## config.mk

```make
export PLATFORM = sky130hd
export DESIGN_NAME = fetch_prefetch_unit
export DESIGN_NICKNAME = d
export VERILOG_FILES = /design/src/rtl/fetch_prefetch_unit.sv
export SDC_FILE = /design/constraint.sdc
export NUM_CORES = 1
export LEC_CHECK = 0
export CORE_UTILIZATION = 40
export CTS_CLUSTER_DIAMETER = 40
export DETAILED_ROUTE_END_ITERATION = 7
export GPL_TIMING_DRIVEN = 0
export PLACE_DENSITY = 0.6
export SLEW_MARGIN = 20
export SYNTH_ARGS = -nofsm -noshare
export SYNTH_HDL_FRONTEND = slang
export SYNTH_SLANG_ARGS = --single-unit
```

## constraint.sdc

```tcl
create_clock -name clk -period 7.28 [get_ports clk]
set_clock_uncertainty 0.15 [all_clocks]
set_input_delay 1.456 -clock clk [delete_from_list [all_inputs] [get_ports clk]]
set_output_delay 1.456 -clock clk [all_outputs]
set_load 0.1 [all_outputs]
```

## src/rtl/fetch_prefetch_unit.sv

```systemverilog
// rtl/fetch_prefetch_unit.sv - PC owner, in-order fetch issue, prefetch FIFO and redirect squash
module fetch_prefetch_unit #(
    parameter logic [31:0] RESET_PC = 32'h0000_0000,
    parameter int          DEPTH    = 4
) (
    input  logic        clk,
    input  logic        reset,
    output logic        imem_req,
    output logic [31:0] imem_addr,
    input  logic        imem_rvalid,
    input  logic [31:0] imem_rdata,
    input  logic        redirect,
    input  logic [31:0] redirect_pc,
    output logic        id_valid,
    input  logic        id_ready,
    output logic [31:0] id_instr,
    output logic [31:0] id_pc_plus4,
    output logic        halted
);
    localparam int PW = $clog2(DEPTH);
    localparam int CW = PW + 1;
    localparam logic [CW:0] DEPTH_W = (CW + 1)'(DEPTH);

    typedef enum logic {S_FETCH, S_HALT} state_t;

    state_t        r_state;
    logic [31:0]   r_pc;
    logic          r_halted;
    logic [31:0]   r_fifo_instr [DEPTH];
    logic [31:0]   r_fifo_pc4   [DEPTH];
    logic [PW-1:0] r_fifo_wr;
    logic [PW-1:0] r_fifo_rd;
    logic [CW-1:0] r_fifo_cnt;
    logic [31:0]   r_tag        [DEPTH];
    logic [PW-1:0] r_tag_wr;
    logic [PW-1:0] r_tag_rd;
    logic [CW-1:0] r_outstanding;
    logic [CW-1:0] r_drop_cnt;

    logic w_fetch;
    logic w_redirect;
    logic w_misalign;
    logic w_room;
    logic w_issue;
    logic w_push;
    logic w_pop;

    assign w_fetch    = (r_state == S_FETCH);
    assign w_redirect = w_fetch & redirect;
    assign w_misalign = w_redirect & (redirect_pc[1:0] != 2'b00);
    // Occupancy plus in-flight is capped so every response is guaranteed a FIFO slot.
    assign w_room     = ({1'b0, r_fifo_cnt} + {1'b0, r_outstanding}) < DEPTH_W;
    assign w_issue    = ~reset & w_fetch & ~redirect & w_room;
    assign w_push     = imem_rvalid & w_fetch & ~w_redirect & (r_drop_cnt == '0);
    assign w_pop      = id_valid & id_ready;

    assign imem_req    = w_issue;
    assign imem_addr   = r_pc;
    assign id_valid    = w_fetch & (r_fifo_cnt != '0);
    assign id_instr    = r_fifo_instr[r_fifo_rd];
    assign id_pc_plus4 = r_fifo_pc4[r_fifo_rd];
    assign halted      = r_halted;

    always_ff @(posedge clk) begin
        if (reset) begin
            r_state       <= S_FETCH;
            r_pc          <= RESET_PC;
            r_halted      <= 1'b0;
            r_fifo_wr     <= '0;
            r_fifo_rd     <= '0;
            r_fifo_cnt    <= '0;
            r_tag_wr      <= '0;
            r_tag_rd      <= '0;
            r_outstanding <= '0;
            r_drop_cnt    <= '0;
            for (int i = 0; i < DEPTH; i++) begin
                r_fifo_instr[i] <= '0;
                r_fifo_pc4[i]   <= '0;
                r_tag[i]        <= '0;
            end
        end else begin
            if (w_issue) begin
                r_tag[r_tag_wr] <= r_pc;
                r_tag_wr        <= r_tag_wr + PW'(1);
                r_pc            <= r_pc + 32'd4;
            end
            if (imem_rvalid) begin
                r_tag_rd <= r_tag_rd + PW'(1);
            end
            r_outstanding <= r_outstanding + CW'(w_issue) - CW'(imem_rvalid);

            // A response in the redirect cycle is itself stale, hence the subtraction.
            if (w_redirect) begin
                r_drop_cnt <= r_outstanding - CW'(imem_rvalid);
            end else if (imem_rvalid && (r_drop_cnt != '0)) begin
                r_drop_cnt <= r_drop_cnt - CW'(1);
            end

            if (w_redirect) begin
                r_fifo_cnt <= '0;
                r_fifo_wr  <= '0;
                r_fifo_rd  <= '0;
            end else begin
                if (w_push) begin
                    r_fifo_instr[r_fifo_wr] <= imem_rdata;
                    r_fifo_pc4[r_fifo_wr]   <= r_tag[r_tag_rd] + 32'd4;
                    r_fifo_wr               <= r_fifo_wr + PW'(1);
                end
                if (w_pop) begin
                    r_fifo_rd <= r_fifo_rd + PW'(1);
                end
                r_fifo_cnt <= r_fifo_cnt + CW'(w_push) - CW'(w_pop);
            end

            if (w_redirect) begin
                r_pc <= redirect_pc;
            end
            if (w_misalign) begin
                r_state  <= S_HALT;
                r_halted <= 1'b1;
            end
        end
    end
endmodule

```

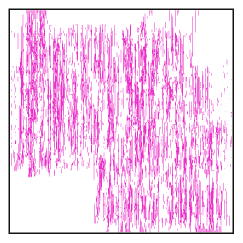
**Above:** signal wires on met2.
Scale: 1 px per um.
longest straight run: 117 um
main direction: vertical

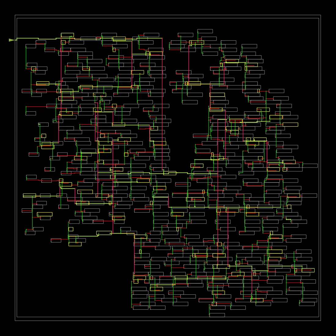
**Above:** the clock network.
Latency at later pin: 620 ps
clock group power: 2940 uW
Num CTS Buffers: 60
CTS sink count: 438

==> out/results.ini <==
[final_layout]
nets = 1749
final_cell_mix = edfxtp_1 (384), nor2_1 (208), clkdlybuf4s50_1 (167), mux4_2 (94), and2_1 (84)
lay_top_count = edfxtp_1
drive_gt1_share_pct = 14.2
postLayoutCellArea_um2 = 24500
seq_area_um2 = 12600
stdcell_count = 2332
fillCellCount = 4097

[route]
firstDrtPassIters = 5
wl_per_cell_um = 21.3
viasPerCell = 5.41
ant_nets = 0
finalWirelength_um = 49600
drc = 0
dr_total_vias = 12600
drt_iter0_markers = 991

[synth]
simple_gate_share_pct = 13.6
yosys_warnings = 0
ys_sh_aoi_pct = 4.00
synth_cell_types = 50
fp_nets = 1503
async_flop_share_pct = 0
synthMuxAreaShare_pct = 11.3
avgSynthCellArea_um2 = 13.7
logic_family = simple AND/OR/NAND/NOR gates
synthTopCellsByArea = edfxtp_1 (59%), mux4_2 (11%), dfxtp_1 (5.6%)
synth-edff-count = 384
synthesis.area_um2 = 19500
synthCells = 1420
xor_share_pct = 2.11
yosys_area_um2 = 19500
yosysTopAreaCellShare_pct = 59.2
ys_seq_share_pct = 64.8

[critical_path]
crit_required_ps = 5670
critical-path-max-stage-delay_ps = 1270
crit_end = imem_req
crit_family = buffers and inverters
cp-startpoint = reset
rr_endpoint = r_tag[1][7]$_SDFFCE_PN0P_
endpoint_kind = output port
critical_path_arrival_ps = 5430
regToRegSetupSlack_ps = 2920
crit_chain = clkdlybuf4s50_1 > nor4_1 > nand3_1 > inv_1 > clkbuf_1 > clkdlybuf4s50_1

[worst_hold_path]
hold_path_depth = 2
holdCritPathClass = register to register

[clock_tree]
cts-root-buf = clkbuf_16
ctsHoldBuffers = 0
clockBufferDepth = 3
cts_tree = done
cts_setup_buffers = 0
cts-resized-gates = 0

[placed_design]
placed_cells = 2219
gp_congestion = 0.834
pre_cts_slack_ps = 200
dp_hpwl_um = 33800

[sta]
slew_headroom_pct = 26.1
layout_setup_ws_ps = 241
finalSetupViolCount = 0
drv_slew = 0
period_needed_ps = 7040
final_hold_viol_count = 0
hold_ws_ps = 382
period_used_pct = 96.7
tightest_slew_ps = 1100

[run_status]
outcome = finished clean

[floorplan]
die_height_um = 223
dieArea_um2 = 49600
io_pins = 168
num_rows = 80
core-area_um2 = 47800
fp-utilization_pct = 40.7
die_x_um = 223

[grt]
grt_pass1_wl_um = 76100
grt_max_degree = 33
grt_pass1_vias = 13000
overflow = 0
globalRouteTotalUtil_pct = 20.2

[power]
powerSeq_uw = 2980
p_leak_uw = 0.00870
pwr-share-comb_pct = 16.8
seq_power_share_pct = 41.9
top_power_group = registers
irDropWorstVdd_mv = 0.195
p_per_area_nw_per_um2 = 291

[run]
cap_violations = 0
warnings = 30

-- cells in the mapped netlist (6+ instances only) --
cell type	n
a211oi_1	18
a21oi_1	66
and2_1	84
and3_1	29
and4_1	9
buf_1	9
clkbuf_1	69
dfxtp_1	54
edfxtp_1	384
ha_1	12
inv_1	67
mux4_2	94
nand2_1	71
nand3_1	27
nand4_1	12
nor2_1	209
nor3_1	31
nor4_1	24
o21ai_0	30
or2_2	7
or3_1	11
or4_1	6
xnor2_1	35
xor2_1	12
-- worst min path at each step --
stage,from,to,slack (ps)
2_1_floorplan,r_tag_rd[1]$_SDFFE_PP0P_,register,330
3_3_place_gp,r_tag_rd[1]$_SDFFE_PP0P_,r_tag_rd[1]$_SDFFE_PP0P_,360
3_5_place_dp,r_tag_rd[1]$_SDFFE_PP0P_,r_tag_rd[1]$_SDFFE_PP0P_,370
4_1_cts,r_tag_rd[1]$_SDFFE_PP0P_,r_tag_rd[1]$_SDFFE_PP0P_,380
5_1_grt,r_tag_rd[1]$_SDFFE_PP0P_,r_tag_rd[1]$_SDFFE_PP0P_,410
6_report,r_tag_rd[1]$_SDFFE_PP0P_,r_tag_rd[1]$_SDFFE_PP0P_,380
-- worst min-delay path: stages, from the launching register on --
cell and delay [ps]:
dfxtp_1 320, xor2_1 70, nor2_1 100
-- routing by layer --
layer | GRT usage, % | vias to the layer above | part of all wire [%]
li1 | - | 5796 | -
met1 | 27.5 | 6390 | 45
met2 | 33.3 | 353 | 48
met3 | 2.91 | 86 | 4.9
met4 | 6.76 | 0 | 2.4
met5 | 0 | - | 0
-- final cells by class --
cell class                 instances  area share (%)
sequential                       438            51.5
multi-input combinational        829            25.7
timing repair buffer             184            8.66
clock buffer                      69            6.39
tap                              615            3.14
clock inverter                    44            2.01
buffer                            86            1.51
inverter                          67            1.03
Power figures rest on the tool's default switching activity, not on a simulated workload.
